## config.mk

```make
export PLATFORM = sky130hd
export DESIGN_NAME = data_cache_line_block
export DESIGN_NICKNAME = d
export VERILOG_FILES = /design/src/rtl/dcache_pkg.sv /design/src/rtl/data_cache_word_bank.sv /design/src/rtl/data_cache_line_block.sv
export SDC_FILE = /design/constraint.sdc
export NUM_CORES = 2
export LEC_CHECK = 0
export ABC_CLOCK_PERIOD_IN_PS = 16300
export CAP_MARGIN = 20
export CORE_MARGIN = 2
export CORE_UTILIZATION = 40
export CTS_CLUSTER_DIAMETER = 80
export DETAILED_ROUTE_END_ITERATION = 7
export GPL_ROUTABILITY_DRIVEN = 1
export GPL_TIMING_DRIVEN = 0
export PLACE_DENSITY_LB_ADDON = 0.25
export SYNTH_ARGS = -nofsm -noshare
export SYNTH_HDL_FRONTEND = slang
export SYNTH_SLANG_ARGS = --single-unit
```

## constraint.sdc

```tcl
create_clock -name clk_i -period 16.3 [get_ports clk_i]
set_clock_uncertainty 0.2 [all_clocks]
set_input_delay 3.26 -clock clk_i [delete_from_list [all_inputs] [get_ports clk_i]]
set_output_delay 3.26 -clock clk_i [all_outputs]
set_load 0.02 [all_outputs]
```

## src/rtl/dcache_pkg.sv

```systemverilog
// Shared constants and flush FSM state encoding for the data cache line block.
package dcache_pkg;

   localparam int WORD_W     = 32;
   localparam int WORD_BYTES = 4;

   typedef enum logic [2:0] {
      FL_IDLE = 3'd0,
      FL_SCAN = 3'd1,
      FL_READ = 3'd2,
      FL_SEND = 3'd3,
      FL_DONE = 3'd4
   } flush_state_e;

endpackage

```

## src/rtl/data_cache_word_bank.sv

```systemverilog
// One word slot of every cache line: LINES x 32 storage with a byte-enable
// write port, a whole-word fill port and two synchronous read ports (normal
// reads and the flush engine). Storage is deliberately not reset.
module data_cache_word_bank
   import dcache_pkg::*;
#(
   parameter int INDEX_WIDTH = 3
) (
   input  logic                   clk_i,
   input  logic                   wr_en_i,
   input  logic [INDEX_WIDTH-1:0] wr_idx_i,
   input  logic [WORD_BYTES-1:0]  wr_be_i,
   input  logic [WORD_W-1:0]      wr_data_i,
   input  logic                   fill_en_i,
   input  logic [INDEX_WIDTH-1:0] fill_idx_i,
   input  logic [WORD_W-1:0]      fill_data_i,
   input  logic [INDEX_WIDTH-1:0] rd_idx_i,
   output logic [WORD_W-1:0]      rd_data_o,
   input  logic                   fr_en_i,
   input  logic [INDEX_WIDTH-1:0] fr_idx_i,
   output logic [WORD_W-1:0]      fr_data_o
);

   localparam int LINES = 2**INDEX_WIDTH;

   logic [WORD_W-1:0] mem_q [LINES];
   logic [WORD_W-1:0] mem_d [LINES];
   logic [WORD_W-1:0] rd_data_q, rd_data_d;
   logic [WORD_W-1:0] fr_data_q, fr_data_d;

   // Next storage contents: fill first, then enabled write bytes win on overlap.
   always_comb begin
      mem_d = mem_q;
      for (int l = 0; l < LINES; l++) begin
         if (fill_en_i && (fill_idx_i == INDEX_WIDTH'(l))) begin
            mem_d[l] = fill_data_i;
         end
      end
      if (wr_en_i) begin
         for (int b = 0; b < WORD_BYTES; b++) begin
            if (wr_be_i[b]) begin
               mem_d[wr_idx_i][b*8 +: 8] = wr_data_i[b*8 +: 8];
            end
         end
      end
   end

   // Read port data; the flush port holds its value unless a capture is requested.
   always_comb begin
      rd_data_d = mem_q[rd_idx_i];
      fr_data_d = fr_en_i ? mem_q[fr_idx_i] : fr_data_q;
   end

   // Data registers, no reset.
   always_ff @(posedge clk_i) begin
      mem_q     <= mem_d;
      rd_data_q <= rd_data_d;
      fr_data_q <= fr_data_d;
   end

   assign rd_data_o = rd_data_q;
   assign fr_data_o = fr_data_q;

endmodule

```

## src/rtl/data_cache_line_block.sv

```systemverilog
// Data cache line array with per-line dirty tracking and a flush engine that
// walks the lines and writes back every dirty one over a valid/ready port.
// Optional feature macro DCACHE_WORD_DIRTY_MASK_EN keeps per-word dirty bits
// and reports them on wb_mask_o; without it wb_mask_o is all ones.
module data_cache_line_block
   import dcache_pkg::*;
#(
   parameter int INDEX_WIDTH  = 3,
   parameter int OFFSET_WIDTH = 2
) (
   input  logic                                   clk_i,
   input  logic                                   rst_i,
   input  logic [INDEX_WIDTH-1:0]                 rd_idx_i,
   output logic [(2**OFFSET_WIDTH)*WORD_W-1:0]    rd_line_o,
   input  logic [INDEX_WIDTH+OFFSET_WIDTH-1:0]    wr_addr_i,
   input  logic [WORD_W-1:0]                      wr_data_i,
   input  logic [WORD_BYTES-1:0]                  wr_be_i,
   input  logic                                   fill_valid_i,
   input  logic [INDEX_WIDTH-1:0]                 fill_idx_i,
   input  logic [(2**OFFSET_WIDTH)*WORD_W-1:0]    fill_line_i,
   input  logic                                   flush_start_i,
   output logic                                   flush_busy_o,
   output logic                                   flush_done_o,
   output logic                                   wb_valid_o,
   input  logic                                   wb_ready_i,
   output logic [INDEX_WIDTH-1:0]                 wb_idx_o,
   output logic [(2**OFFSET_WIDTH)*WORD_W-1:0]    wb_line_o,
   output logic [(2**OFFSET_WIDTH)-1:0]           wb_mask_o,
   output logic [(2**INDEX_WIDTH)-1:0]            dirty_o
);

   localparam int LINES = 2**INDEX_WIDTH;
   localparam int WORDS = 2**OFFSET_WIDTH;
   localparam logic [INDEX_WIDTH-1:0] LAST_IDX = '1;

   logic [INDEX_WIDTH-1:0]  wr_idx;
   logic [OFFSET_WIDTH-1:0] wr_off;
   logic                    wr_en;
   logic                    wr_hits_cnt;
   logic                    handshake;

   flush_state_e            state_q, state_d;
   logic [INDEX_WIDTH-1:0]  cnt_q, cnt_d;
   logic                    hit_q, hit_d;
   logic [LINES-1:0]        dirty_q, dirty_d;

   assign wr_idx      = wr_addr_i[INDEX_WIDTH+OFFSET_WIDTH-1:OFFSET_WIDTH];
   assign wr_off      = wr_addr_i[OFFSET_WIDTH-1:0];
   assign wr_en       = |wr_be_i;
   assign wr_hits_cnt = wr_en && (wr_idx == cnt_q);
   assign handshake   = (state_q == FL_SEND) && wb_ready_i;

   // Flush sequencing; hit_q remembers a write to the line being written back.
   always_comb begin
      state_d = state_q;
      cnt_d   = cnt_q;
      hit_d   = hit_q;
      case (state_q)
         FL_IDLE: begin
            if (flush_start_i) begin
               state_d = FL_SCAN;
               cnt_d   = '0;
            end
         end
         FL_SCAN: begin
            hit_d = 1'b0;
            if (dirty_q[cnt_q]) begin
               state_d = FL_READ;
            end else if (cnt_q == LAST_IDX) begin
               state_d = FL_DONE;
            end else begin
               cnt_d = cnt_q + 1'b1;
            end
         end
         FL_READ: begin
            state_d = FL_SEND;
            if (wr_hits_cnt) hit_d = 1'b1;
         end
         FL_SEND: begin
            if (wr_hits_cnt) hit_d = 1'b1;
            if (wb_ready_i) begin
               if (cnt_q == LAST_IDX) begin
                  state_d = FL_DONE;
               end else begin
                  state_d = FL_SCAN;
                  cnt_d   = cnt_q + 1'b1;
               end
            end
         end
         FL_DONE: state_d = FL_IDLE;
         default: state_d = FL_IDLE;
      endcase
   end

   // Line dirty bits: writeback clears, fill clears, a write always sets last.
   always_comb begin
      dirty_d = dirty_q;
      if (handshake && !hit_q) dirty_d[cnt_q] = 1'b0;
      if (fill_valid_i)        dirty_d[fill_idx_i] = 1'b0;
      if (wr_en)               dirty_d[wr_idx] = 1'b1;
   end

`ifdef DCACHE_WORD_DIRTY_MASK_EN
   logic [WORDS-1:0] wmask_q [LINES];
   logic [WORDS-1:0] wmask_d [LINES];
   logic [WORDS-1:0] wb_mask_q, wb_mask_d;

   // Per-word dirty bits follow the line dirty rules; mask is captured with the data.
   always_comb begin
      wmask_d = wmask_q;
      if (handshake && !hit_q) wmask_d[cnt_q] = '0;
      if (fill_valid_i)        wmask_d[fill_idx_i] = '0;
      if (wr_en)               wmask_d[wr_idx][wr_off] = 1'b1;
      wb_mask_d = (state_q == FL_READ) ? wmask_q[cnt_q] : wb_mask_q;
   end

   // Word mask registers.
   always_ff @(posedge clk_i) begin
      if (rst_i) begin
         for (int l = 0; l < LINES; l++) wmask_q[l] <= '0;
         wb_mask_q <= '0;
      end else begin
         wmask_q   <= wmask_d;
         wb_mask_q <= wb_mask_d;
      end
   end

   assign wb_mask_o = wb_mask_q;
`else
   assign wb_mask_o = '1;
`endif

   // Control registers.
   always_ff @(posedge clk_i) begin
      if (rst_i) begin
         state_q <= FL_IDLE;
         cnt_q   <= '0;
         hit_q   <= 1'b0;
         dirty_q <= '0;
      end else begin
         state_q <= state_d;
         cnt_q   <= cnt_d;
         hit_q   <= hit_d;
         dirty_q <= dirty_d;
      end
   end

   for (genvar w = 0; w < WORDS; w++) begin : g_bank
      data_cache_word_bank #(
         .INDEX_WIDTH (INDEX_WIDTH)
      ) u_bank (
         .clk_i       (clk_i),
         .wr_en_i     (wr_en && (wr_off == OFFSET_WIDTH'(w))),
         .wr_idx_i    (wr_idx),
         .wr_be_i     (wr_be_i),
         .wr_data_i   (wr_data_i),
         .fill_en_i   (fill_valid_i),
         .fill_idx_i  (fill_idx_i),
         .fill_data_i (fill_line_i[w*WORD_W +: WORD_W]),
         .rd_idx_i    (rd_idx_i),
         .rd_data_o   (rd_line_o[w*WORD_W +: WORD_W]),
         .fr_en_i     (state_q == FL_READ),
         .fr_idx_i    (cnt_q),
         .fr_data_o   (wb_line_o[w*WORD_W +: WORD_W])
      );
   end

   assign flush_busy_o = (state_q != FL_IDLE);
   assign flush_done_o = (state_q == FL_DONE);
   assign wb_valid_o   = (state_q == FL_SEND);
   assign wb_idx_o     = cnt_q;
   assign dirty_o      = dirty_q;

endmodule
```

==> reports/metrics.cfg <==
[synth]
ys_types = 59
syn_avg_cell_area_sq_um = 9.949
synth_dominant_cell_count = dfxtp_1
edf_count = 128
ys_async_sr_fraction_pct = 0
mux_area_share_pct = 30.57
top_cell_area_share_pct = 35.94

[timing]
maxSlewViolCount = 0
maxSlewHeadroom_pct = 9.735
period_used_pct = 45.14
rsz0062_at_grt = no
clock.fmax_mhz = 135.9

[die]
dieArea_sq_mm = 0.1657
die_x_um = 407.1
fp-row-count = 147

[placement]
place.gp.congestion = 1.041
dp_cells = 9105

[global_routing]
grt_max_degree = 35
first_global_vias = 57930
grtUsageTotal_pct = 47.50
antenna_found_initial = 73
grt_first_pass_wirelength_um = 533500

[setup_path]
r2r_end = g_bank[2].u_bank.fr_data_o[1]
r2r-start = wb_idx_o[2]
arrival_ns = 7.83
path_delay_family = buffers and inverters
worstPathMaxFanout = 10
cp.depth = 7
crit_path_end = g_bank[0].u_bank.mem_q[94]
crit_slowest_cell = nor2_1

[drt]
dr.first_iter.drc_count = 11680
routedWlPerCell_um = 43.27

[clock_network]
cts_setup_buffers = 0
cts_buffers = 151
h-tree-depth = 4
cts_num_sinks = 1295

[final_layout]
final_cell_area_sq_mm = 0.07822
nets = 7293
mostFrequentLayoutCells = dfxtp_1, mux2i_1, nand2_1, o21ai_0, nor2_1

[worst_hold_path]
min_from = hit_q

[outcome]
status = finished clean

## report_power, final
| part | total [uW] | internal, uW | switching, uW |
|---|---|---|---|
| logic | 2560 | 1200 | 1360 |
| registers | 4640 | 4030 | 606 |
| clock network | 3620 | 2090 | 1530 |
## area by class of cell
| cell class | instances | area (sq um) | share of cell area [%] |
|---|---|---|---|
| diodes | 81 | 202.7 | 0.2591 |
| plain buffers | 703 | 3289 | 4.205 |
| clock buffers | 216 | 4423 | 5.654 |
| clock inverters | 61 | 725.7 | 0.9277 |
| inverters | 9 | 33.78 | 0.04319 |
| multi-input cells | 4529 | 34680 | 44.34 |
| flip-flops and latches | 1295 | 27210 | 34.78 |
| well taps | 2160 | 2703 | 3.455 |
| repair buffers | 422 | 4955 | 6.334 |
## kinds of logic after synthesis
logic type,Yosys count
DFF,1295
other,1
and+or+nand+nor,1413
buffers and inverters,712
AOI/OAI and AO/OA,1509
xor gates and xnor gates,3
muxes,1598
adders and majority gates,2
## stage by stage
step | utilization (%) | power (uW)
after global routing | 48.50 | 11060
after floorplan | - | 6008
final | 48.60 | 10810
after detailed placement | 45.17 | 7090
after global placement | 44.03 | 7004
after CTS | 48.37 | 10640
## metal layers
| metal | up-vias | wire [um] | GRT usage (%) |
|---|---|---|---|
| li1 | 25030 | - | - |
| met1 | 31470 | 144800 | 56.81 |
| met2 | 6368 | 158600 | 62.69 |
| met3 | 1675 | 66750 | 24.51 |
| met4 | 42 | 39360 | 38.71 |
| met5 | - | 464 | 0.08621 |
## registers in the layout, indices dropped and copies added (netlist names)
name and count:
g_bank.u_bank.mem_q 1024, g_bank.u_bank.fr_data_o 128, g_bank.u_bank.rd_data_o 128, dirty_o 8, state_q 3, wb_idx_o 3, hit_q 1
Signal metal coverage by tile:
(1 px per um) The die is cut into 20 by 20 equal tiles; white is low, dark blue is high, scaled to the fullest tile. Values are wire area over tile area, all layers added.
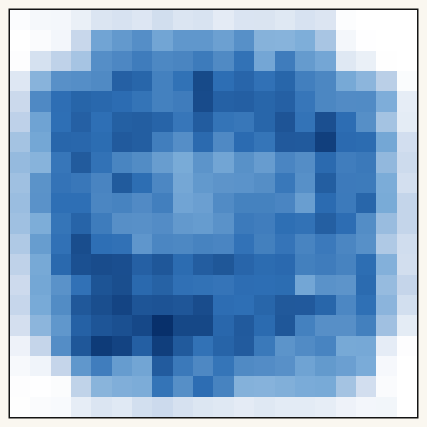
tiles over half the peak: 68%
fullest tile: 0.85
nearly empty tiles: 4.8%
mean over tiles: 0.47
Vias: 64,590
routed wire length: 410,000 um

Close-up of the layout:
Window x 189 to 219, y 107 to 137 um. Cells in grey, sequential cells in the stronger grey; small squares are vias.
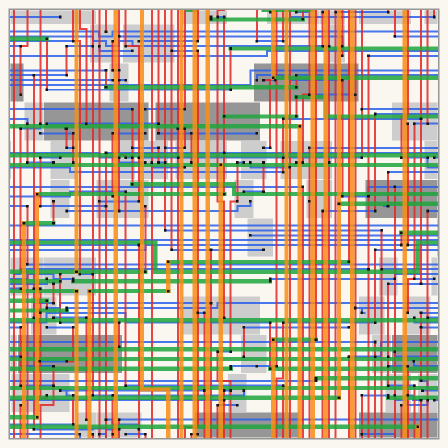
| colour | layer |
|---|---|
| green | metal 3 |
| blue | metal 1 |
| red | metal 2 |
| orange | metal 4 |
most frequent: nand2_1 (9), o21ai_0 (9), dfxtp_1 (7)
netlist names of flops here include: g_bank.u_bank.mem_q (7)
cells with their middle in the window: 39
sequential cells in the window: 7

Gate-type map:
(1.5 px per um)
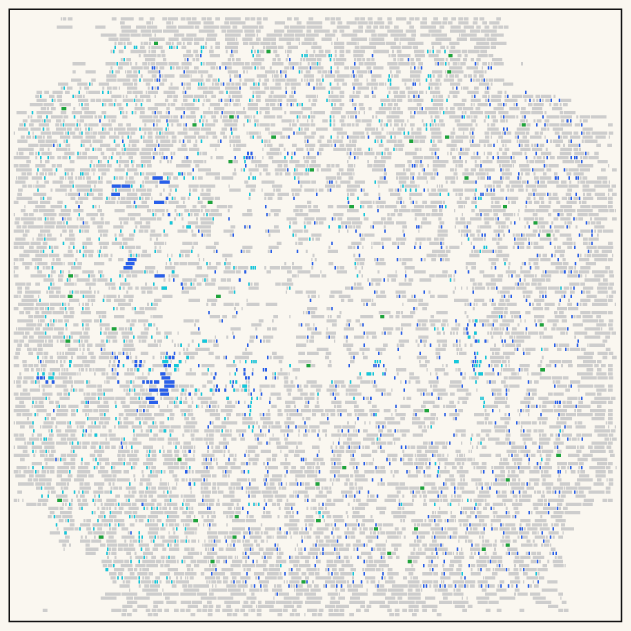
| colour | family | cells | where |
|---|---|---|---|
| blue | nand cells | 818 | spread over the die |
| cyan | nor cells | 574 | spread over the die |
| green | non-inverting ao/oa cells | 49 | spread over the die |
final std cells w/o fill: 9,476
most instantiated logic cell after routing: dfxtp_1
logic share of the area: 44.34%

Power figures rest on the tool's default switching activity, not on a simulated workload.
